Register map, names as in the netlist:
Scale: 6 px per µm. Other sequential cells in the stronger gray, the rest of the logic in the fainter gray.
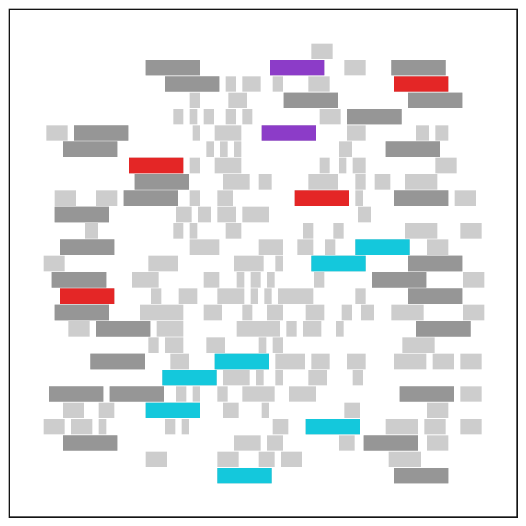
The clock network:
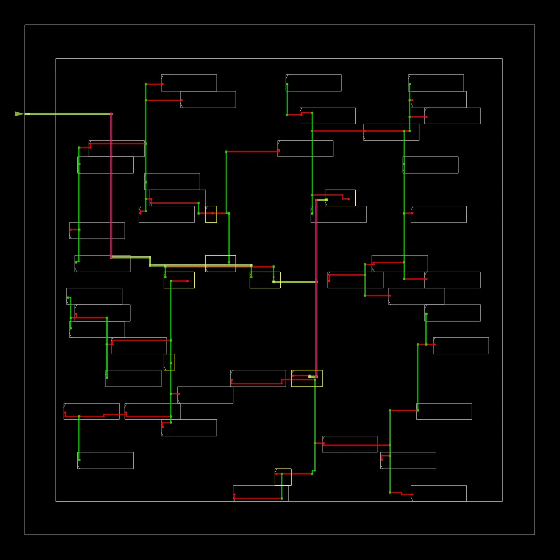
Power grid:
Scale: 4 px per µm. Pins as bars on the die edge. Tap cells in gray.
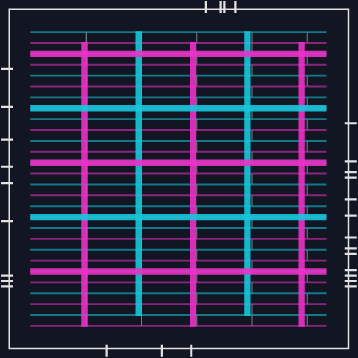
Metal layers overlaid:
Scale: 6 px per µm.
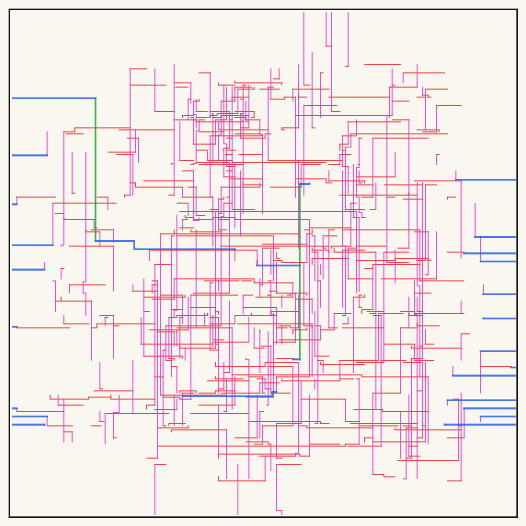
Cell area per tile:
Scale: 4 px per µm. The die is cut into 8 by 8 equal tiles; white is low, dark blue is high, 0 to 100% covered.
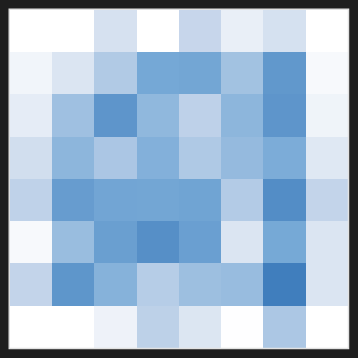
--- src/rtl/amount_entry.sv ---
// amount_entry: two-digit keypad amount entry with synchronized key inputs and one-cycle strobes.
// Optional idle timeout: define ENTRY_TIMEOUT_EN to abandon unfinished entries after TIMEOUT_CYCLES.
module amount_entry #(
    parameter int TIMEOUT_CYCLES = 1000000
) (
    input  logic       clk,
    input  logic       rst,
    input  logic       keydown_num,
    input  logic       keydown_confirm,
    input  logic       keydown_clear,
    input  logic       keydown_start,
    input  logic [3:0] num,
    output logic [6:0] entry_value,
    output logic [1:0] entry_digits,
    output logic [6:0] confirmed_value,
    output logic       confirm_pulse,
    output logic       start_pulse,
    output logic       error_pulse
);

    typedef enum logic [1:0] {IDLE = 2'd0, ONE = 2'd1, TWO = 2'd2} state_t;

    // Packed key vectors use bit order {start, clear, confirm, num}.
    logic [3:0] key_meta_r, key_sync_r, key_prev_r, key_evt_s;
    logic [3:0] num_meta_r, num_sync_r;
    logic       evt_num_s, evt_confirm_s, evt_clear_s, evt_start_s;

    state_t     state_r, state_next_s;
    logic [6:0] entry_value_r, value_next_s;
    logic [1:0] entry_digits_r, digits_next_s;
    logic [6:0] confirmed_value_r, confirmed_next_s;
    logic       confirm_pulse_r, confirm_next_s;
    logic       start_pulse_r, start_next_s;
    logic       error_pulse_r, error_next_s;

    if (TIMEOUT_CYCLES < 2) begin : g_bad_timeout
        $error("amount_entry: TIMEOUT_CYCLES must be at least 2");
    end

`ifdef ENTRY_TIMEOUT_EN
    localparam int CNT_W = (TIMEOUT_CYCLES > 2) ? $clog2(TIMEOUT_CYCLES) : 1;
    localparam logic [CNT_W-1:0] CNT_MAX = CNT_W'(TIMEOUT_CYCLES - 1);
    logic [CNT_W-1:0] timeout_cnt_r, cnt_next_s;
    logic             timeout_s;

    assign timeout_s = (state_r != IDLE) && (timeout_cnt_r == CNT_MAX);

    // Timeout counter next value: zero in IDLE and whenever a digit is accepted.
    always_comb begin
        cnt_next_s = timeout_cnt_r;
        if ((state_next_s == IDLE) || (state_next_s != state_r)) begin
            cnt_next_s = {CNT_W{1'b0}};
        end else begin
            cnt_next_s = timeout_cnt_r + CNT_W'(1);
        end
    end

    // Timeout counter register.
    always_ff @(posedge clk or posedge rst) begin
        if (rst) begin
            timeout_cnt_r <= {CNT_W{1'b0}};
        end else begin
            timeout_cnt_r <= cnt_next_s;
        end
    end
`endif

    // Two-flop synchronizers plus previous-level registers for edge detection.
    always_ff @(posedge clk or posedge rst) begin
        if (rst) begin
            key_meta_r <= 4'd0;
            key_sync_r <= 4'd0;
            key_prev_r <= 4'd0;
            num_meta_r <= 4'd0;
            num_sync_r <= 4'd0;
        end else begin
            key_meta_r <= {keydown_start, keydown_clear, keydown_confirm, keydown_num};
            key_sync_r <= key_meta_r;
            key_prev_r <= key_sync_r;
            num_meta_r <= num;
            num_sync_r <= num_meta_r;
        end
    end

    assign key_evt_s     = key_sync_r & ~key_prev_r;
    assign evt_num_s     = key_evt_s[0];
    assign evt_confirm_s = key_evt_s[1];
    assign evt_clear_s   = key_evt_s[2];
    assign evt_start_s   = key_evt_s[3];

    // Next-state and output logic; clear beats confirm beats num, start always strobes.
    always_comb begin
        state_next_s     = state_r;
        value_next_s     = entry_value_r;
        confirmed_next_s = confirmed_value_r;
        confirm_next_s   = 1'b0;
        error_next_s     = 1'b0;
        start_next_s     = evt_start_s;
        if (evt_clear_s) begin
            state_next_s = IDLE;
            value_next_s = 7'd0;
        end else if (evt_confirm_s) begin
            if ((state_r != IDLE) && (entry_value_r != 7'd0)) begin
                confirmed_next_s = entry_value_r;
                confirm_next_s   = 1'b1;
            end else begin
                error_next_s = 1'b1;
            end
            state_next_s = IDLE;
            value_next_s = 7'd0;
        end else if (evt_num_s) begin
            if (num_sync_r > 4'd9) begin
                error_next_s = 1'b1;
            end else begin
                case (state_r)
                    IDLE: begin
                        state_next_s = ONE;
                        value_next_s = {3'd0, num_sync_r};
                    end
                    ONE: begin
                        state_next_s = TWO;
                        value_next_s = entry_value_r * 7'd10 + {3'd0, num_sync_r};
                    end
                    TWO: begin
                        error_next_s = 1'b1;
                    end
                    default: begin
                        state_next_s = IDLE;
                        value_next_s = 7'd0;
                    end
                endcase
            end
        end else begin
`ifdef ENTRY_TIMEOUT_EN
            if (timeout_s) begin
                state_next_s = IDLE;
                value_next_s = 7'd0;
                error_next_s = 1'b1;
            end else begin
                state_next_s = state_r;
            end
`else
            state_next_s = state_r;
`endif
        end
    end

    // Digit count follows the next state so it is registered alongside it.
    always_comb begin
        digits_next_s = 2'd0;
        case (state_next_s)
            IDLE:    digits_next_s = 2'd0;
            ONE:     digits_next_s = 2'd1;
            TWO:     digits_next_s = 2'd2;
            default: digits_next_s = 2'd0;
        endcase
    end

    // State and registered outputs.
    always_ff @(posedge clk or posedge rst) begin
        if (rst) begin
            state_r           <= IDLE;
            entry_value_r     <= 7'd0;
            entry_digits_r    <= 2'd0;
            confirmed_value_r <= 7'd0;
            confirm_pulse_r   <= 1'b0;
            start_pulse_r     <= 1'b0;
            error_pulse_r     <= 1'b0;
        end else begin
            state_r           <= state_next_s;
            entry_value_r     <= value_next_s;
            entry_digits_r    <= digits_next_s;
            confirmed_value_r <= confirmed_next_s;
            confirm_pulse_r   <= confirm_next_s;
            start_pulse_r     <= start_next_s;
            error_pulse_r     <= error_next_s;
        end
    end

    assign entry_value     = entry_value_r;
    assign entry_digits    = entry_digits_r;
    assign confirmed_value = confirmed_value_r;
    assign confirm_pulse   = confirm_pulse_r;
    assign start_pulse     = start_pulse_r;
    assign error_pulse     = error_pulse_r;

endmodule

--- config.mk ---
export PLATFORM = sky130hd
export DESIGN_NAME = amount_entry
export DESIGN_NICKNAME = d
export VERILOG_FILES = /design/src/rtl/amount_entry.sv
export SDC_FILE = /design/constraint.sdc
export NUM_CORES = 1
export LEC_CHECK = 0
export CAP_MARGIN = 40
export CELL_PAD_IN_SITES_DETAIL_PLACEMENT = 1
export CELL_PAD_IN_SITES_GLOBAL_PLACEMENT = 2
export CORE_MARGIN = 5
export CORE_UTILIZATION = 32
export CTS_BUF_LIST = sky130_fd_sc_hd__clkbuf_8 sky130_fd_sc_hd__clkbuf_16
export CTS_CLUSTER_DIAMETER = 100
export CTS_CLUSTER_SIZE = 28
export DETAILED_ROUTE_END_ITERATION = 8
export GPL_ROUTABILITY_DRIVEN = 1
export PLACE_DENSITY_LB_ADDON = 0.1
export REMOVE_ABC_BUFFERS = 1
export SYNTH_ARGS = -nofsm -noshare
export SYNTH_HDL_FRONTEND = slang
export SYNTH_SLANG_ARGS = --single-unit
--- constraint.sdc ---
create_clock -name clk -period 2.3 [get_ports clk]
set_clock_uncertainty 0.2 [all_clocks]
set_input_delay 0.345 -clock clk [delete_from_list [all_inputs] [get_ports clk]]
set_output_delay 0.345 -clock clk [all_outputs]
set_load 0.01 [all_outputs]
==> run summary <==
Top Family by Delay on Critical Path: adder cells
Reg-to-reg endpoint: entry_value[6]$_DFFE_PP0P_
Global routing's busiest layer: met2
Post-synth design cell area: 1770 µm²
Synth area leaders: dfrtp_1, ha_1, mux2_4, a21oi_1, fa_1
PostCTS Resize Cnt: 0
ANT nets after route: 0
Critical path buffers and inverters: 1
Worst slew pin tran: 515 ps
Top-count cell post-synth: dfrtp_1
Post-Route WL: 3960 µm
HPWL after detailed placement: 2920 µm
Status: finished, final reports clean
Post-synth EDFFs: 0
Critical path class: flip-flop to flip-flop
Hold_ws: 152 ps
Drt pass-1 iters: 4
Most frequent cells in the layout: dfrtp_1, clkdlybuf4s50_1, a21oi_1, ha_1, buf_4
CTS tree: yes
Hold endpoint: num_sync_r[1]$_DFF_PP0_
CTS clk-pin slew, worst paths: 80 ps
Origin of the worst setup path: entry_value[3]$_DFFE_PP0P_
First-pass GRT wire length: 6700 µm
CLK BUF: 5
NonClk Buf Share: 15.2%
Port Buffer Count: 28
Data required, critical path: 2280 ps
Worst r2r path cells: 8
Yosys warns: 0
MI comb cells: 87
Boundary Pins: 29
Logic area: 697 µm²
Setup ws final: 74.2 ps
Flop pwr share: 52.6%
Back to the opening pictures, 'register map, names as in the netlist':
entry_value -> cyan  # flops 7
entry_digits -> purple  # flops 2
key_sync_r -> red  # flops 4

Back to the opening pictures, 'the clock network':
clk_lat worst skew: 290 ps
Flops: 41
clock group power: 463 µW
TritonCTS buffer count: 5

Back to the opening pictures, 'power grid':
VDD -> cyan
VSS -> magenta
rows = 27
signal pins = 29
met4 straps = 5
tap cells = 72

Back to the opening pictures, 'metal layers overlaid':
metal 1 -> red  # wire length 1660 µm
metal 2 -> magenta  # wire length 2050 µm
metal 4 -> green  # wire length 53.0 µm
metal 3 -> blue  # wire length 191 µm

Back to the opening pictures, 'cell area per tile':
mean over tiles = 31%
nearly empty tiles = 13%
fullest tile = 69%
densest ninth of the die = middle
emptiest ninth of the die = top left

Power and IR drop assume default switching activity.
